Run 1, wires at chosen ports, followed through buffers:
(1.5 px per um)
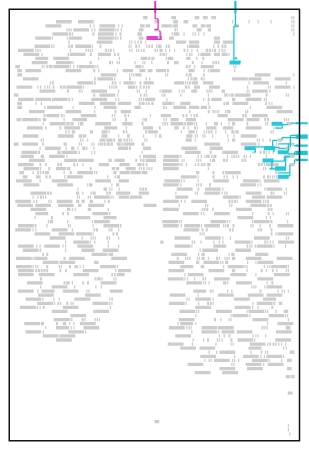
Run 1, where the registers sit:
(1 px per um)
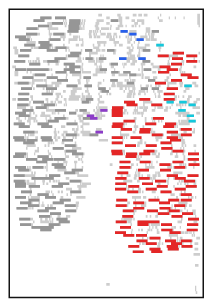
Run 1, placement by cell class:
(1 px per um)
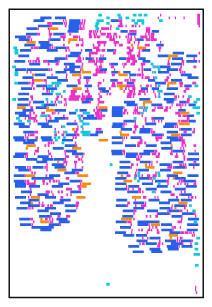
Run 1, clock network drawn from the DEF:
(1 px per um)
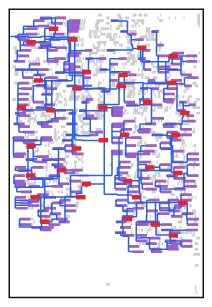
[src/rtl/serial_fifo_ctrl_pkg.sv]
// Shared definitions for serial_fifo_ctrl: register offsets, STATUS/CTRL bit positions
// and the TX drain FSM state encoding.
package serial_fifo_ctrl_pkg;

  localparam logic [1:0] ADDR_DATA   = 2'd0;
  localparam logic [1:0] ADDR_STATUS = 2'd1;
  localparam logic [1:0] ADDR_CTRL   = 2'd2;
  localparam logic [1:0] ADDR_LEVEL  = 2'd3;

  localparam int ST_TX_NFULL  = 0;
  localparam int ST_RX_NEMPTY = 1;
  localparam int ST_TX_IDLE   = 2;
  localparam int ST_RX_OVF    = 3;
  localparam int ST_TX_OVF    = 4;

  localparam int CT_RX_IE     = 0;
  localparam int CT_TX_IE     = 1;
  localparam int CT_OVF_IE    = 2;
  localparam int CT_FLUSH_RX  = 3;
  localparam int CT_FLUSH_TX  = 4;
  localparam int CT_LOOPBACK  = 5;

  typedef enum logic [1:0] {
    TX_IDLE  = 2'd0,
    TX_START = 2'd1,
    TX_HOLD  = 2'd2,
    TX_DRAIN = 2'd3
  } tx_state_e;

endpackage

[src/rtl/sync_fifo.sv]
// Synchronous FIFO with first-word-fall-through head, flush and occupancy count.
// A push while full is accepted only when a pop happens on the same edge.
module sync_fifo #(
  parameter int WIDTH      = 8,
  parameter int DEPTH_LOG2 = 4
) (
  input  logic                  clk,
  input  logic                  rst,
  input  logic                  push_i,
  input  logic                  pop_i,
  input  logic                  flush_i,
  input  logic [WIDTH-1:0]      din_i,
  output logic [WIDTH-1:0]      head_o,
  output logic                  full_o,
  output logic                  empty_o,
  output logic [DEPTH_LOG2:0]   count_o
);

  localparam int DEPTH = 1 << DEPTH_LOG2;

  logic [WIDTH-1:0]      mem_q [DEPTH];
  logic [DEPTH_LOG2-1:0] wr_ptr_q, wr_ptr_d;
  logic [DEPTH_LOG2-1:0] rd_ptr_q, rd_ptr_d;
  logic [DEPTH_LOG2:0]   count_q, count_d;
  logic                  push_ok, pop_ok;

  assign full_o  = count_q[DEPTH_LOG2];
  assign empty_o = (count_q == '0);
  assign count_o = count_q;
  assign head_o  = mem_q[rd_ptr_q];

  assign pop_ok  = pop_i & ~empty_o;
  assign push_ok = push_i & (~full_o | pop_ok);

  always_comb begin
    wr_ptr_d = wr_ptr_q;
    rd_ptr_d = rd_ptr_q;
    count_d  = count_q;
    if (flush_i) begin
      wr_ptr_d = '0;
      rd_ptr_d = '0;
      count_d  = '0;
    end else begin
      if (push_ok) wr_ptr_d = wr_ptr_q + 1'b1;
      if (pop_ok)  rd_ptr_d = rd_ptr_q + 1'b1;
      case ({push_ok, pop_ok})
        2'b10:   count_d = count_q + 1'b1;
        2'b01:   count_d = count_q - 1'b1;
        default: count_d = count_q;
      endcase
    end
  end

  always_ff @(posedge clk) begin
    if (rst) begin
      wr_ptr_q <= '0;
      rd_ptr_q <= '0;
      count_q  <= '0;
    end else begin
      wr_ptr_q <= wr_ptr_d;
      rd_ptr_q <= rd_ptr_d;
      count_q  <= count_d;
    end
  end

  // Storage carries no reset; occupancy alone defines validity.
  always_ff @(posedge clk) begin
    if (push_ok && !flush_i) mem_q[wr_ptr_q] <= din_i;
  end

endmodule

[src/rtl/serial_fifo_ctrl.sv]
// Buffered COM controller: RX/TX FIFOs, TX drain FSM, sticky overflows, maskable interrupt.
// Optional macro SERIAL_LOOPBACK_EN adds CTRL[5] internal TX->RX loopback.
module serial_fifo_ctrl
  import serial_fifo_ctrl_pkg::*;
#(
  parameter int RX_DEPTH_LOG2 = 4,
  parameter int TX_DEPTH_LOG2 = 4,
  parameter int RX_INT_LEVEL  = 1
) (
  input  logic        clk,
  input  logic        rst,
  input  logic        enable_i,
  input  logic        readEnable_i,
  input  logic [1:0]  addr_i,
  input  logic [31:0] dataSave_i,
  output logic [31:0] dataLoad_o,
  output logic        int_o,
  input  logic        rxdReady_i,
  input  logic [7:0]  rxdData_i,
  input  logic        txdBusy_i,
  output logic        txdStart_o,
  output logic [7:0]  txdData_o
);

  localparam logic [RX_DEPTH_LOG2:0] RX_LVL = (RX_DEPTH_LOG2+1)'(RX_INT_LEVEL);

  logic rd_acc, wr_acc;
  logic rx_push, rx_pop, rx_flush, rx_full, rx_empty;
  logic tx_push, tx_pop, tx_flush, tx_full, tx_empty;
  logic [7:0] rx_din, rx_head, tx_head;
  logic [RX_DEPTH_LOG2:0] rx_count;
  logic [TX_DEPTH_LOG2:0] tx_count;
  logic rx_ovf_set, tx_ovf_set, tx_idle, lb_on, lb_push;

  tx_state_e   state_q, state_d;
  logic [7:0]  txd_data_q, txd_data_d;
  logic [2:0]  ie_q, ie_d;
  logic        rx_ovf_q, rx_ovf_d, tx_ovf_q, tx_ovf_d, int_q, int_d;

  logic unused_ok;
  assign unused_ok = ^dataSave_i[31:5];

  assign rd_acc = enable_i & readEnable_i;
  assign wr_acc = enable_i & ~readEnable_i;

`ifdef SERIAL_LOOPBACK_EN
  logic lb_q, lb_d;
  assign lb_d = (wr_acc && addr_i == ADDR_CTRL) ? dataSave_i[CT_LOOPBACK] : lb_q;
  always_ff @(posedge clk) begin
    if (rst) lb_q <= 1'b0;
    else     lb_q <= lb_d;
  end
  assign lb_on = lb_q;
`else
  assign lb_on = 1'b0;
`endif

  // Loopback replaces the external receiver as the RX source.
  assign rx_push  = lb_on ? lb_push : rxdReady_i;
  assign rx_din   = lb_on ? txd_data_q : rxdData_i;
  assign rx_pop   = rd_acc & (addr_i == ADDR_DATA) & ~rx_empty;
  assign rx_flush = wr_acc & (addr_i == ADDR_CTRL) & dataSave_i[CT_FLUSH_RX];
  assign tx_push  = wr_acc & (addr_i == ADDR_DATA) & ~tx_full;
  assign tx_flush = wr_acc & (addr_i == ADDR_CTRL) & dataSave_i[CT_FLUSH_TX];

  assign rx_ovf_set = rx_push & rx_full & ~rx_pop & ~rx_flush;
  assign tx_ovf_set = wr_acc & (addr_i == ADDR_DATA) & tx_full;
  assign tx_idle    = tx_empty & (state_q == TX_IDLE);

  sync_fifo #(.WIDTH(8), .DEPTH_LOG2(RX_DEPTH_LOG2)) u_rx_fifo (
    .clk(clk), .rst(rst), .push_i(rx_push), .pop_i(rx_pop), .flush_i(rx_flush),
    .din_i(rx_din), .head_o(rx_head), .full_o(rx_full), .empty_o(rx_empty), .count_o(rx_count)
  );

  sync_fifo #(.WIDTH(8), .DEPTH_LOG2(TX_DEPTH_LOG2)) u_tx_fifo (
    .clk(clk), .rst(rst), .push_i(tx_push), .pop_i(tx_pop), .flush_i(tx_flush),
    .din_i(dataSave_i[7:0]), .head_o(tx_head), .full_o(tx_full), .empty_o(tx_empty), .count_o(tx_count)
  );

  // TX drain FSM; HOLD covers the transmitter's busy-rise latency.
  always_comb begin
    state_d    = state_q;
    txd_data_d = txd_data_q;
    tx_pop     = 1'b0;
    txdStart_o = 1'b0;
    lb_push    = 1'b0;
    case (state_q)
      TX_IDLE: begin
        if (!tx_empty && !txdBusy_i) begin
          state_d    = TX_START;
          txd_data_d = tx_head;
        end
      end
      TX_START: begin
        tx_pop = 1'b1;
        if (lb_on) begin
          lb_push = 1'b1;
          state_d = TX_IDLE;
        end else begin
          txdStart_o = 1'b1;
          state_d    = TX_HOLD;
        end
      end
      TX_HOLD:  state_d = TX_DRAIN;
      TX_DRAIN: if (!txdBusy_i) state_d = TX_IDLE;
      default:  state_d = TX_IDLE;
    endcase
  end

  always_comb begin
    ie_d     = ie_q;
    rx_ovf_d = rx_ovf_q;
    tx_ovf_d = tx_ovf_q;
    if (wr_acc && addr_i == ADDR_CTRL) ie_d = dataSave_i[2:0];
    if (wr_acc && addr_i == ADDR_STATUS) begin
      if (dataSave_i[ST_RX_OVF]) rx_ovf_d = 1'b0;
      if (dataSave_i[ST_TX_OVF]) tx_ovf_d = 1'b0;
    end
    if (rx_ovf_set) rx_ovf_d = 1'b1;
    if (tx_ovf_set) tx_ovf_d = 1'b1;
    int_d = (ie_q[CT_RX_IE]  & (rx_count >= RX_LVL))
          | (ie_q[CT_TX_IE]  & tx_idle)
          | (ie_q[CT_OVF_IE] & (rx_ovf_q | tx_ovf_q));
  end

  always_ff @(posedge clk) begin
    if (rst) begin
      state_q    <= TX_IDLE;
      txd_data_q <= '0;
      ie_q       <= '0;
      rx_ovf_q   <= 1'b0;
      tx_ovf_q   <= 1'b0;
      int_q      <= 1'b0;
    end else begin
      state_q    <= state_d;
      txd_data_q <= txd_data_d;
      ie_q       <= ie_d;
      rx_ovf_q   <= rx_ovf_d;
      tx_ovf_q   <= tx_ovf_d;
      int_q      <= int_d;
    end
  end

  assign int_o     = int_q;
  assign txdData_o = txd_data_q;

  always_comb begin
    dataLoad_o = '0;
    case (addr_i)
      ADDR_DATA:   dataLoad_o[7:0] = rx_empty ? 8'h00 : rx_head;
      ADDR_STATUS: begin
        dataLoad_o[ST_TX_NFULL]  = ~tx_full;
        dataLoad_o[ST_RX_NEMPTY] = ~rx_empty;
        dataLoad_o[ST_TX_IDLE]   = tx_idle;
        dataLoad_o[ST_RX_OVF]    = rx_ovf_q;
        dataLoad_o[ST_TX_OVF]    = tx_ovf_q;
      end
      ADDR_CTRL: begin
        dataLoad_o[2:0]         = ie_q;
        dataLoad_o[CT_LOOPBACK] = lb_on;
      end
      default: begin
        dataLoad_o[15:8] = 8'(tx_count);
        dataLoad_o[7:0]  = 8'(rx_count);
      end
    endcase
  end

endmodule

[config.mk]
export PLATFORM = sky130hd
export DESIGN_NAME = serial_fifo_ctrl
export DESIGN_NICKNAME = d
export VERILOG_FILES = /design/src/rtl/serial_fifo_ctrl_pkg.sv /design/src/rtl/sync_fifo.sv /design/src/rtl/serial_fifo_ctrl.sv
export SDC_FILE = /design/constraint.sdc
export NUM_CORES = 1
export LEC_CHECK = 0
export ABC_AREA = 1
export ABC_CLOCK_PERIOD_IN_PS = 3000
export CAP_MARGIN = 20
export CORE_ASPECT_RATIO = 1.5
export CORE_MARGIN = 2
export CORE_UTILIZATION = 25
export DETAILED_ROUTE_END_ITERATION = 12
export HOLD_SLACK_MARGIN = 0.03
export MAX_ROUTING_LAYER = met4
export PLACE_DENSITY = 0.39
export SYNTH_ARGS = -nofsm -noshare
export SYNTH_HDL_FRONTEND = slang
export SYNTH_SLANG_ARGS = --single-unit
[constraint.sdc]
create_clock -name clk -period 3 [get_ports clk]
set_clock_uncertainty 0.05 [all_clocks]
set_input_delay 0.3 -clock clk [delete_from_list [all_inputs] [get_ports clk]]
set_output_delay 0.3 -clock clk [all_outputs]
set_load 0.01 [all_outputs]
==> job_summary.md, run 1 <==
## Synthesis and layout report

| Metric | Value |
|---|---|
| Result of the run | `finished, final reports clean` |
| Power density over cell area | `620 nW/um^2` |
| Wire length of the first global-routing pass | `56,800 um` |
| Asr flop ratio synth | `0%` |
| Dominant kind of combinational cell | `simple AND/OR/NAND/NOR gates` |
| Layout net count | `1,482` |
| Iteration-0 DRC Markers | `approximately 420` |
| Sequential element share of the synthesized area | `64.7%` |
| Fraction of area in registers | `54.1%` |
| Worst slew slack as a fraction of its limit | `32.4%` |
| Clock Buffer Count | `~45` |
| Metal3 WL | `988 um` |
| Hold WC Path Type | `reg -> reg` |
| Number of well taps | `682` |
| Routability congestion estimate from global placement | `0.756` |
| Pwr Total | `9.86 mW` |
| Placement-stage cell area | `14,700 sq um` |
| # IOs | `90` |
| Endpoint of the worst register-to-register path | `u_rx_fifo.count_o[2]` |
| Final worst path period share | `between 90 and 100%` |
| Total global-route track usage | `14.3%` |
| Worst setup EP type | `output pin` |
| Number of input and output port buffers inserted | `46` |
| Post-Synth XOR/XNOR Area | `0.329%` |
| Number of CTS-inserted buffers | `35` |
| Top cells by area | `sky130_fd_sc_hd__edfxtp_1 (58%), sky130_fd_sc_hd__nand2_1 (10%), sky130_fd_sc_hd__dfxtp_1 (6.9%)` |
| Register area | `8610 sq um` |
| CP Depth | `8` |
| Non-filler instance count after layout | `2,117` |
| Ranking of synthesized cells by instance count | `sky130_fd_sc_hd__nand2_1 (371), sky130_fd_sc_hd__edfxtp_1 (256), sky130_fd_sc_hd__nand3_1 (148), sky130_fd_sc_hd__nor2_1 (148), sky130_fd_sc_hd__inv_1 (117)` |
| Type of the setup path with the least slack | `reg -> out` |
| Post-Synth Simple-Gate Area | `21.5%` |
| Final setup margin | `approximately 0.12 ns` |
| Synth Register Bits | `a little over 300` |
| Setup slack after placement | `about 0.22 ns` |
| Cell type contributing the most total cell area after synthesis | `sky130_fd_sc_hd__edfxtp_1` |
| Cell internal pwr | `7.36 mW` |
| Max Clock Freq | `about 350 MHz` |
| Clock transition at the registers of the reported paths | `0.06 ns` |
| Wire length after detailed routing | `37,300 um` |
| Inverter count of the layout excluding clock inverters | `123` |
| Proportion of total power due to net switching | `25.3%` |
| Per-instance average area after synthesis | `slightly above 10 sq um` |
| Post-synthesis compound-gate area fraction | `4.59%` |
| Met1 demand-to-capacity share in global routing | `between 10% and 20%` |
| Sum of negative setup slack | `0 ns` |
| Non-clock buffering overhead | `6.20%` |
| Buffer-and-inverter tally for the worst setup path | `2` |
| Number of cells produced by synthesis | `1,322` |
| Maximum ir drop on the vdd rail | `377 uV` |
| Met2 global-route usage | `26.1%` |
| Delay of the slowest cell on the worst path | `around 0.57 ns` |
| Time the worst path needs with I/O delays and setup | `2.88 ns` |
| M3 GR Usage | `1.92%` |
| Source-to-sink clock delay at the later pin of the worst-skew pair | `0.52 ns` |
| Hold Path Stages | `2` |
| Floorplan die area | `55,200 sq um` |
| Yosys-reported design area after synthesis | `about 13,000 sq um` |
| Vertical die dimension | `roughly 290 um` |
| Vias after detailed routing | `9,003` |
| Non-clock buffer total of the final layout | `104` |
| Worst-margin pin slew | `1.01 ns` |
| Count of synthesis-stage warnings from yosys | `0` |
| Fraction of the core area covered by cells at the end of the flow | `30.3%` |
| Share of post-route cells with drive strength above 1 | `9.41%` |
| Setup repair after global routing missed its margin | `false` |
| Sequential group share of total power | `47.4%` |
| Sw power | `2.50 mW` |
| Number of warnings in the stage logs | `62` |
Back to the opening pictures, 'wires at chosen ports, followed through buffers':
txdData_o -> cyan  # bits 8, direction output, edge 7 right, 1 top, end cells 8, wire 197 um
enable_i -> magenta  # bits 1, direction input, edge top, end cells 2, wire 29.4 um

Back to the opening pictures, 'where the registers sit':
u_tx_fifo.mem_q -> red  # sequential cells 128
u_rx_fifo.rd_ptr_q -> purple  # sequential cells 4
txdData_o -> cyan  # sequential cells 8
u_tx_fifo.count_o -> blue  # sequential cells 5

Back to the opening pictures, 'placement by cell class':
remaining buffers and delay cells -> cyan  # cells 104
clock drivers and dummy loads -> orange  # cells 62
sequential cells -> blue  # cells 302
combinational and other logic -> magenta  # cells 967

Back to the opening pictures, 'clock network drawn from the DEF':
clock wires -> blue  # length 4,450 um
clock drivers -> red  # count 35
flip-flops -> purple  # count 302
routed clock nets = 36

==> run 2: changes to the inputs <==
--- a/config.mk
+++ b/config.mk
@@ -11,6 +11,7 @@
 export CORE_ASPECT_RATIO = 1.5
 export CORE_MARGIN = 2
 export CORE_UTILIZATION = 25
+export CTS_CLUSTER_DIAMETER = 150
 export DETAILED_ROUTE_END_ITERATION = 12
 export HOLD_SLACK_MARGIN = 0.03
 export MAX_ROUTING_LAYER = met4
Run 2, wires at chosen ports, followed through buffers:
(1.5 px per um)
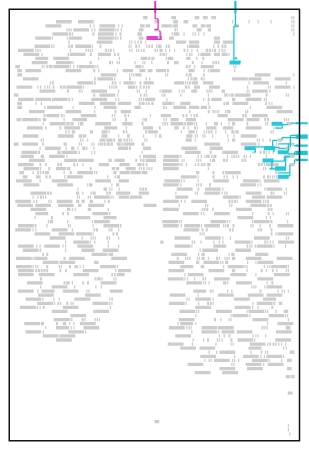
txdData_o -> cyan  # bits 8, direction output, edge 7 right, 1 top, end cells 8, wire 197 um
enable_i -> magenta  # bits 1, direction input, edge top, end cells 2, wire 29.4 um

==> run 2 against run 1 <==
Compared with the run above:
- maximum frequency unchanged
- worst setup slack did not move
- sequential share of layout area unchanged
- final area unchanged
- critical path depth unchanged
- synthesized cell count unchanged
- first-iteration DRC count is the same
- die area unchanged
- wire length did not move
- sequential cell count is the same
- clock power is essentially flat
- cell count unchanged
==> job_summary.md, run 2 <==
## Synthesis and layout report

| Metric | Value |
|---|---|
| Result of the run | `finished, final reports clean` |
| Sum of negative setup slack | `0 ns` |
| Fraction of the core area covered by cells at the end of the flow | `30.3%` |
| Share of post-route cells with drive strength above 1 | `under 10%` |
| Delay of the slowest cell on the worst path | `about 0.57 ns` |
| Metal3 WL | `~990 um` |
| Sw power | `2.50 mW` |
| Hold Path Stages | `2` |
| Post-Synth Simple-Gate Area | `21.5%` |
| Post-Synth XOR/XNOR Area | `0.329%` |
| Time the worst path needs with I/O delays and setup | `about 2.9 ns` |
| Power density over cell area | `roughly 620 nW/um^2` |
| Worst slew slack as a fraction of its limit | `roughly 32%` |
| Pwr Total | `9.86 mW` |
| Final worst path period share | `95.9%` |
| Yosys-reported design area after synthesis | `approximately 13,000 sq um` |
| Asr flop ratio synth | `0%` |
| Source-to-sink clock delay at the later pin of the worst-skew pair | `0.52 ns` |
| Ranking of synthesized cells by instance count | `sky130_fd_sc_hd__nand2_1 (371), sky130_fd_sc_hd__edfxtp_1 (256), sky130_fd_sc_hd__nand3_1 (148), sky130_fd_sc_hd__nor2_1 (148), sky130_fd_sc_hd__inv_1 (117)` |
| Synth Register Bits | `302` |
| Top cells by area | `sky130_fd_sc_hd__edfxtp_1 (58%), sky130_fd_sc_hd__nand2_1 (10%), sky130_fd_sc_hd__dfxtp_1 (6.9%)` |
| Number of cells produced by synthesis | `roughly 1.3k` |
| Iteration-0 DRC Markers | `approximately 420` |
| Sequential element share of the synthesized area | `64.7%` |
| Clock transition at the registers of the reported paths | `~0.06 ns` |
| Inverter count of the layout excluding clock inverters | `123` |
| Met1 demand-to-capacity share in global routing | `15.2%` |
| Cell internal pwr | `7.36 mW` |
| Number of CTS-inserted buffers | `35` |
| Hold WC Path Type | `reg -> reg` |
| Worst-margin pin slew | `1.01 ns` |
| Type of the setup path with the least slack | `reg -> out` |
| Floorplan die area | `55,200 sq um` |
| Non-clock buffer total of the final layout | `104` |
| Vertical die dimension | `about 290 um` |
| Wire length of the first global-routing pass | `56,800 um` |
| Sequential group share of total power | `47.4%` |
| Vias after detailed routing | `9,003` |
| Number of well taps | `between 600 and 700` |
| Clock Buffer Count | `45` |
| Number of warnings in the stage logs | `62` |
| Total global-route track usage | `14.3%` |
| Non-filler instance count after layout | `2,117` |
| Met2 global-route usage | `26.1%` |
| Maximum ir drop on the vdd rail | `roughly 380 uV` |
| Non-clock buffering overhead | `6.20%` |
Power and IR drop assume default switching activity.
